Figure 1. Metal 1 (run 1).
Scale: 6 px per um. Supply wires on this layer in gray.
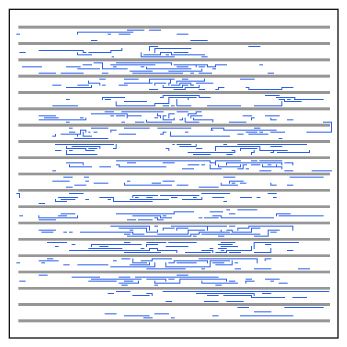
Figure 2. M2 wires (run 1).
Scale: 4 px per um.
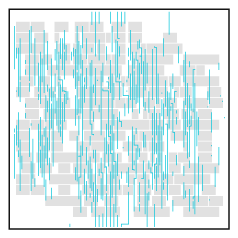
Figure 3. Met3 routing (run 1).
Scale: 6 px per um.
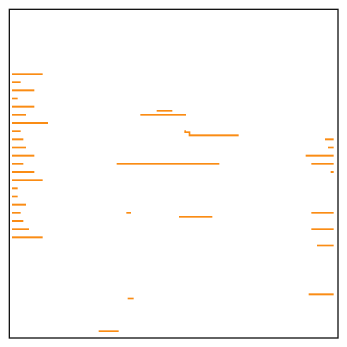
Figure 4. I/O pins on the die edge (run 1).
Scale: 6 px per um. Pins as bars across the die edge, other pins in gray.
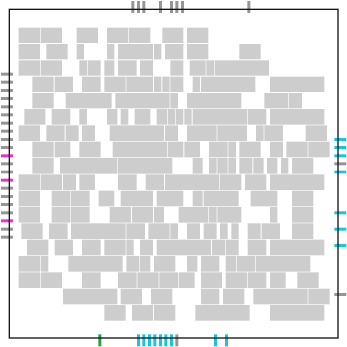
==> config.mk <==
export PLATFORM = sky130hd
export DESIGN_NAME = pipe_hazard_ctl_flat
export DESIGN_NICKNAME = d
export VERILOG_FILES = /design/src/rtl/pipe_hazard_ctl_if.sv /design/src/rtl/pipe_hazard_ctl.sv /design/src/flat_wrapper.sv
export SDC_FILE = /design/constraint.sdc
export NUM_CORES = 1
export LEC_CHECK = 0
export CAP_MARGIN = 20
export CORE_UTILIZATION = 49
export CTS_BUF_LIST = sky130_fd_sc_hd__clkbuf_8
export DETAILED_ROUTE_END_ITERATION = 8
export PLACE_DENSITY = 0.89
export SKIP_CTS_REPAIR_TIMING = 1
export SYNTH_ARGS = -nofsm -noshare
export SYNTH_HDL_FRONTEND = slang
export SYNTH_SLANG_ARGS = --single-unit
==> constraint.sdc <==
create_clock -name clk -period 3.45 [get_ports clk]
set_input_delay 0.345 -clock clk [delete_from_list [all_inputs] [get_ports clk]]
set_output_delay 0.345 -clock clk [all_outputs]
set_load 0.03 [all_outputs]
==> job_summary.md, run 1 <==
## Implementation flow summary

| Metric | Value |
|---|---|
| Logic family by area | simple AND/OR/NAND/NOR gates |
| WHS | 491.1 ps |
| Placed Cells | 209 |
| Startpoint class of the critical path | input pin |
| Cells after Synth | 132 |
| CTS HTree Levels | 1 |
| P_clk | 162 uW |
| Crit path DAT | 2720 ps |
| Yosys reg bits | 21 |
| Seq area share | 0.2761 |
| Register area share after synthesis | 0.3885 |
| Fin worst setup slack | 388.7 ps |
| Main area contributors | dfrtp_1 39%, xor2_1 12%, nor3_2 5.2% |
| Synthesis area per yosys | 0.001353 mm^2 |
| Layout Skew | 2.040 ps |
| Non-clk invs | 2 |
| Ys async rst share | 1.000 |
| Max Cap Violations | 0 |
| FILL cells | 199 |
| Worst setup EP type | output pin |
| Dominant logic cell types in the final layout | 47 x clkdlybuf4s50_1, 21 x dfrtp_1, 19 x xor2_1 |
| Num CTS Buffers | 3 |
| Die area | 0.002975 mm^2 |
| GRT overflow | 0 |
| Commonest Layout Cell | clkdlybuf4s50_1 |
| Outcome | finished clean |
| Most area-hungry cell type in the Yosys netlist | dfrtp_1 |
| Met3 routed WL | 121 um |
| Average size of a mapped cell | 10.25 um^2 |
| Logic area | 793.3 um^2 |
| Top sig layer | met4 |
| Area leader share | 0.3885 |
| Yosys top cell by instances | dfrtp_1 |
| CTS Buffer Depth | 2 |
| Leak | 0.7632 nW |
| Final Cycle Share | 0.8873 |
| Wire per inst | 14.61 um |
| Stages on the worst setup path | 7 |
| Switch share | 0.2964 |
| Cell Pwr Density | 309.3 mW/mm^2 |
| WL met1 | 1243 um |
| Post-placement cell area | 0.001857 mm^2 |
| Fin. max-slew vios | 0 |
| Clock Buffer Count | 3 |
| Post-route ant nets | 0 |
| Final Hold Fails | 0 |
| Hold depth | 1 |
| Vias/cell | 5.587 |
| Warnings from Yosys | 0 |
| Max incr delay on CP | 700 ps |
| Post-layout util | 0.7478 |
| Initial DRC count | 17 |
| Cells on worst reg2reg path | 7 |
| Worst path required time | 3110 ps |
| Root buf cell | clkbuf_8 |
| Distinct lib cells | 39 |
| Comb pwr share | 0.251 |
| Busiest grt layer | met2 |
| Metal2 WL | 1690 um |
| Floorplan Nets | 159 |
| Drt drc | 0 |
| Fp_density | 0.5315 |
| Largest class | multi-input combinational cells |
| Stage-log warning count | 26 |
| Crit-path cells | clkdlybuf4s50_1 -> xnor2_1 -> nand2_1 -> o31ai_1 -> a31oi_1 -> o21ai_0 -> clkdlybuf4s50_1 |
| First-pass GRT wire length | 4988 um |
| Main flop type | dfrtp_1 |
| CTS tree | built |
| Pwr Total | 588.7 uW |
| Initial DRT Pass Iterations | 4 |
| Int Power | 414.2 uW |
| Maximum clock rate | 0.3267 GHz |
| DP HPWL | 2469 um |
| Minimum clock period | 3061 ps |
| Rows | 18 |
| Post-Syn Area | 0.001353 mm^2 |
| Reg-to-reg setup timing slack | 1060 ps |
| Hold/Removal Path Class | reg -> reg |
| Crit-path max FO | 4 |
| Worst skew pair latency | 260 ps |
| Seq cells | 21 |
| Antenna violations before repair | 0 |
| Largest net degree at the start of global routing | 23 |
| Clock share of power | 0.274 |
| Adder share | 0.009251 |
| CTS Sinks | 21 |
| Max rail drop VDD | 0.2813 mV |
| Comb gates | 106 |
| Buf/Inv on CP | 2 |
| Clk cell area share | 0.02433 |
| Nets | 211 |
| Crit Path Class | in -> out |
| Post-Synth AOI/OAI Area | 0.1175 |
| Routability Congestion | 0.7735 |
| Vias in the first global route | 1,191 |
| Net Switching | 174.5 uW |
| Core ar. | 0.002545 mm^2 |
| Worst Tran Pin Value | 737.1 ps |
| Pwr top | registers |
| Dpl ws | 391.4 ps |
| Sequential standard cell area | 525.5 um^2 |
| Max-slew headroom | 0.5086 |
| Ys cells | 132 |
| Layout cells sized above 1 | 0.1311 |
| Mux area share | 0.01943 |
| N_diodes | 0 |
| Buffering overhead | 0.2590 |
| Bufs w/o clock | 50 |
| Area Growth Syn to Fin | 40.70% |
| I/O pins | 49 |
| Comb power | 148 uW |
| Flip-flops with a built-in enable | 0 |
| Synth Area in XOR/XNOR | 0.1489 |
| Chip Width | 54.54 um |
| Reg clk slew, reported paths | 80 ps |
| Fin Setup TNS | 0 ps |
| Post-layout instance area | 0.001903 mm^2 |
| Seq power | 279 uW |
| Critical Path Most Common Cell | clkdlybuf4s50_1 |
| Sequential power share | 0.475 |
| Non-Filler Instances | 213 |
| Endpoints failing setup | 0 |
| Simple Share, Synth | 0.2914 |
| Max reg flops | 16 |
| Slowest CP cell | clkdlybuf4s50_1 |
| RSZ-0062 raised after global routing | no |
| Logic share of the area | 0.4168 |
| Critical path's top delay family | buffers and inverters |
| Total Routing Usage GR | 0.2420 |
| Commonest cells post-synth | 21 x dfrtp_1, 19 x xor2_1, 16 x nand2_1, 8 x nand3_1, 8 x nor2_1 |
| Tap Cells | 30 |
-- Figure 1 (at the start) --
main direction: horizontal
share of all routed wire: 40%
longest straight run: 27.6 um
Vias: 1,190
final WL: 3111 um
met1 Usage GRT: 0.2599

-- Figure 2 (at the start) --
longest straight run: 32.6 um
nets with wire on the layer: 190
wire length on this layer: 1,690 um
M2 GR Usage: 0.4675

-- Figure 3 (at the start) --
nets with wire on the layer: 35
longest straight run: 16.8 um
wire length on this layer: 121 um
GR Layer Usage met3: 0.03333

-- Figure 4 (at the start) --
legend:
  green:
    port: clk
    pins: 1
    direction: input
    edge: south
  magenta:
    port: bus_mem_rd
    pins: 3
    direction: input
    edge: west
  cyan:
    port: bus_stall_cnt
    pins: 16
    direction: output
    edge: 9 south, 7 east
all pins by edge: 21 west, 11 south, 9 east, 8 north
Die Height: 54.54 um
PortBufs: 48

==> run 2: changes to the inputs <==
Settings changed: SLEW_MARGIN set to 15.
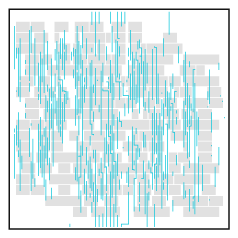
Figure 5: run 2, M2 wires.
Scale: 4 px per um.
wire length on this layer: 1,690 um
nets with wire on the layer: 190

==> run 2 against run 1 <==
Net effect:
- worst hold slack unchanged
- largest power group unchanged
- first-iteration DRC count stayed put
- sequential share of layout area is the same
- area after synthesis stayed put
- routed wire length did not move
- count of clock-buffer cells in the layout did not move
==> job_summary.md, run 2 <==
## Implementation flow summary

| Metric | Value |
|---|---|
| GR Layer Usage met3 | 0.03333 |
| CTS Sinks | 21 |
| CTS tree | built |
| Cells on worst reg2reg path | 7 |
| Outcome | finished clean |
| Commonest Layout Cell | clkdlybuf4s50_1 |
| Hold/Removal Path Class | reg -> reg |
| Crit-path max FO | 4 |
| Initial DRC count | 17 |
| Drt drc | 0 |
| Met1 Usage GRT | 0.2599 |
| Sequential power share | 0.475 |
| Comb pwr share | 0.251 |
| Vias | 1,190 |
| First-pass GRT wire length | 4988 um |
| Largest net degree at the start of global routing | 23 |
| CTS Buffer Depth | 2 |
| I/O pins | 49 |
| Clk cell area share | 0.02433 |
| Average size of a mapped cell | 10.25 um^2 |
| Vias in the first global route | 1,191 |
| Comb power | 148 uW |
| Root buf cell | clkbuf_8 |
| Int Power | 414.2 uW |
| Post-placement cell area | 0.001857 mm^2 |
| Logic area | 793.3 um^2 |
| Nets | 211 |
| Wire per inst | 14.61 um |
| Worst Tran Pin Value | 737.1 ps |
| Worst setup EP type | output pin |
| Max rail drop VDD | 0.2813 mV |
| Comb gates | 106 |
| Max reg flops | 16 |
| Vias/cell | 5.587 |
| Crit-path cells | clkdlybuf4s50_1 -> xnor2_1 -> nand2_1 -> o31ai_1 -> a31oi_1 -> o21ai_0 -> clkdlybuf4s50_1 |
| Mux area share | 0.01943 |
| Simple Share, Synth | 0.2914 |
| Minimum clock period | 3061 ps |
| Top sig layer | met4 |
| Post-Syn Area | 0.001353 mm^2 |
| Largest class | multi-input combinational cells |
| Cells after Synth | 132 |
| Flip-flops with a built-in enable | 0 |
| Placed Cells | 209 |
| M2 GR Usage | 0.4675 |
| Startpoint class of the critical path | input pin |
| CTS HTree Levels | 1 |
| Logic share of the area | 0.4168 |
| Fin. max-slew vios | 0 |
| Buffering overhead | 0.2590 |
| Non-clk invs | 2 |
| Layout cells sized above 1 | 0.1311 |
| Ys cells | 132 |
| DP HPWL | 2469 um |
| Crit path DAT | 2720 ps |
| Tap Cells | 30 |
| Crit Path Class | in -> out |
| Endpoints failing setup | 0 |
| GRT overflow | 0 |
| Critical Path Most Common Cell | clkdlybuf4s50_1 |
| Synthesis area per yosys | 0.001353 mm^2 |
| Main area contributors | dfrtp_1 39%, xor2_1 12%, nor3_2 5.2% |
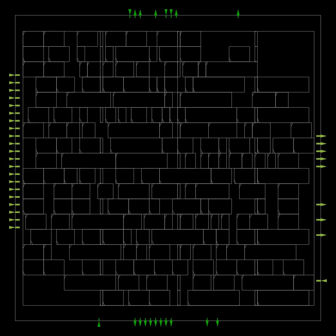
Figure 6: run 2, cell placement.
Seq area share: 0.2761
FILL cells: 199

Power is estimated from default activity; no workload was simulated.
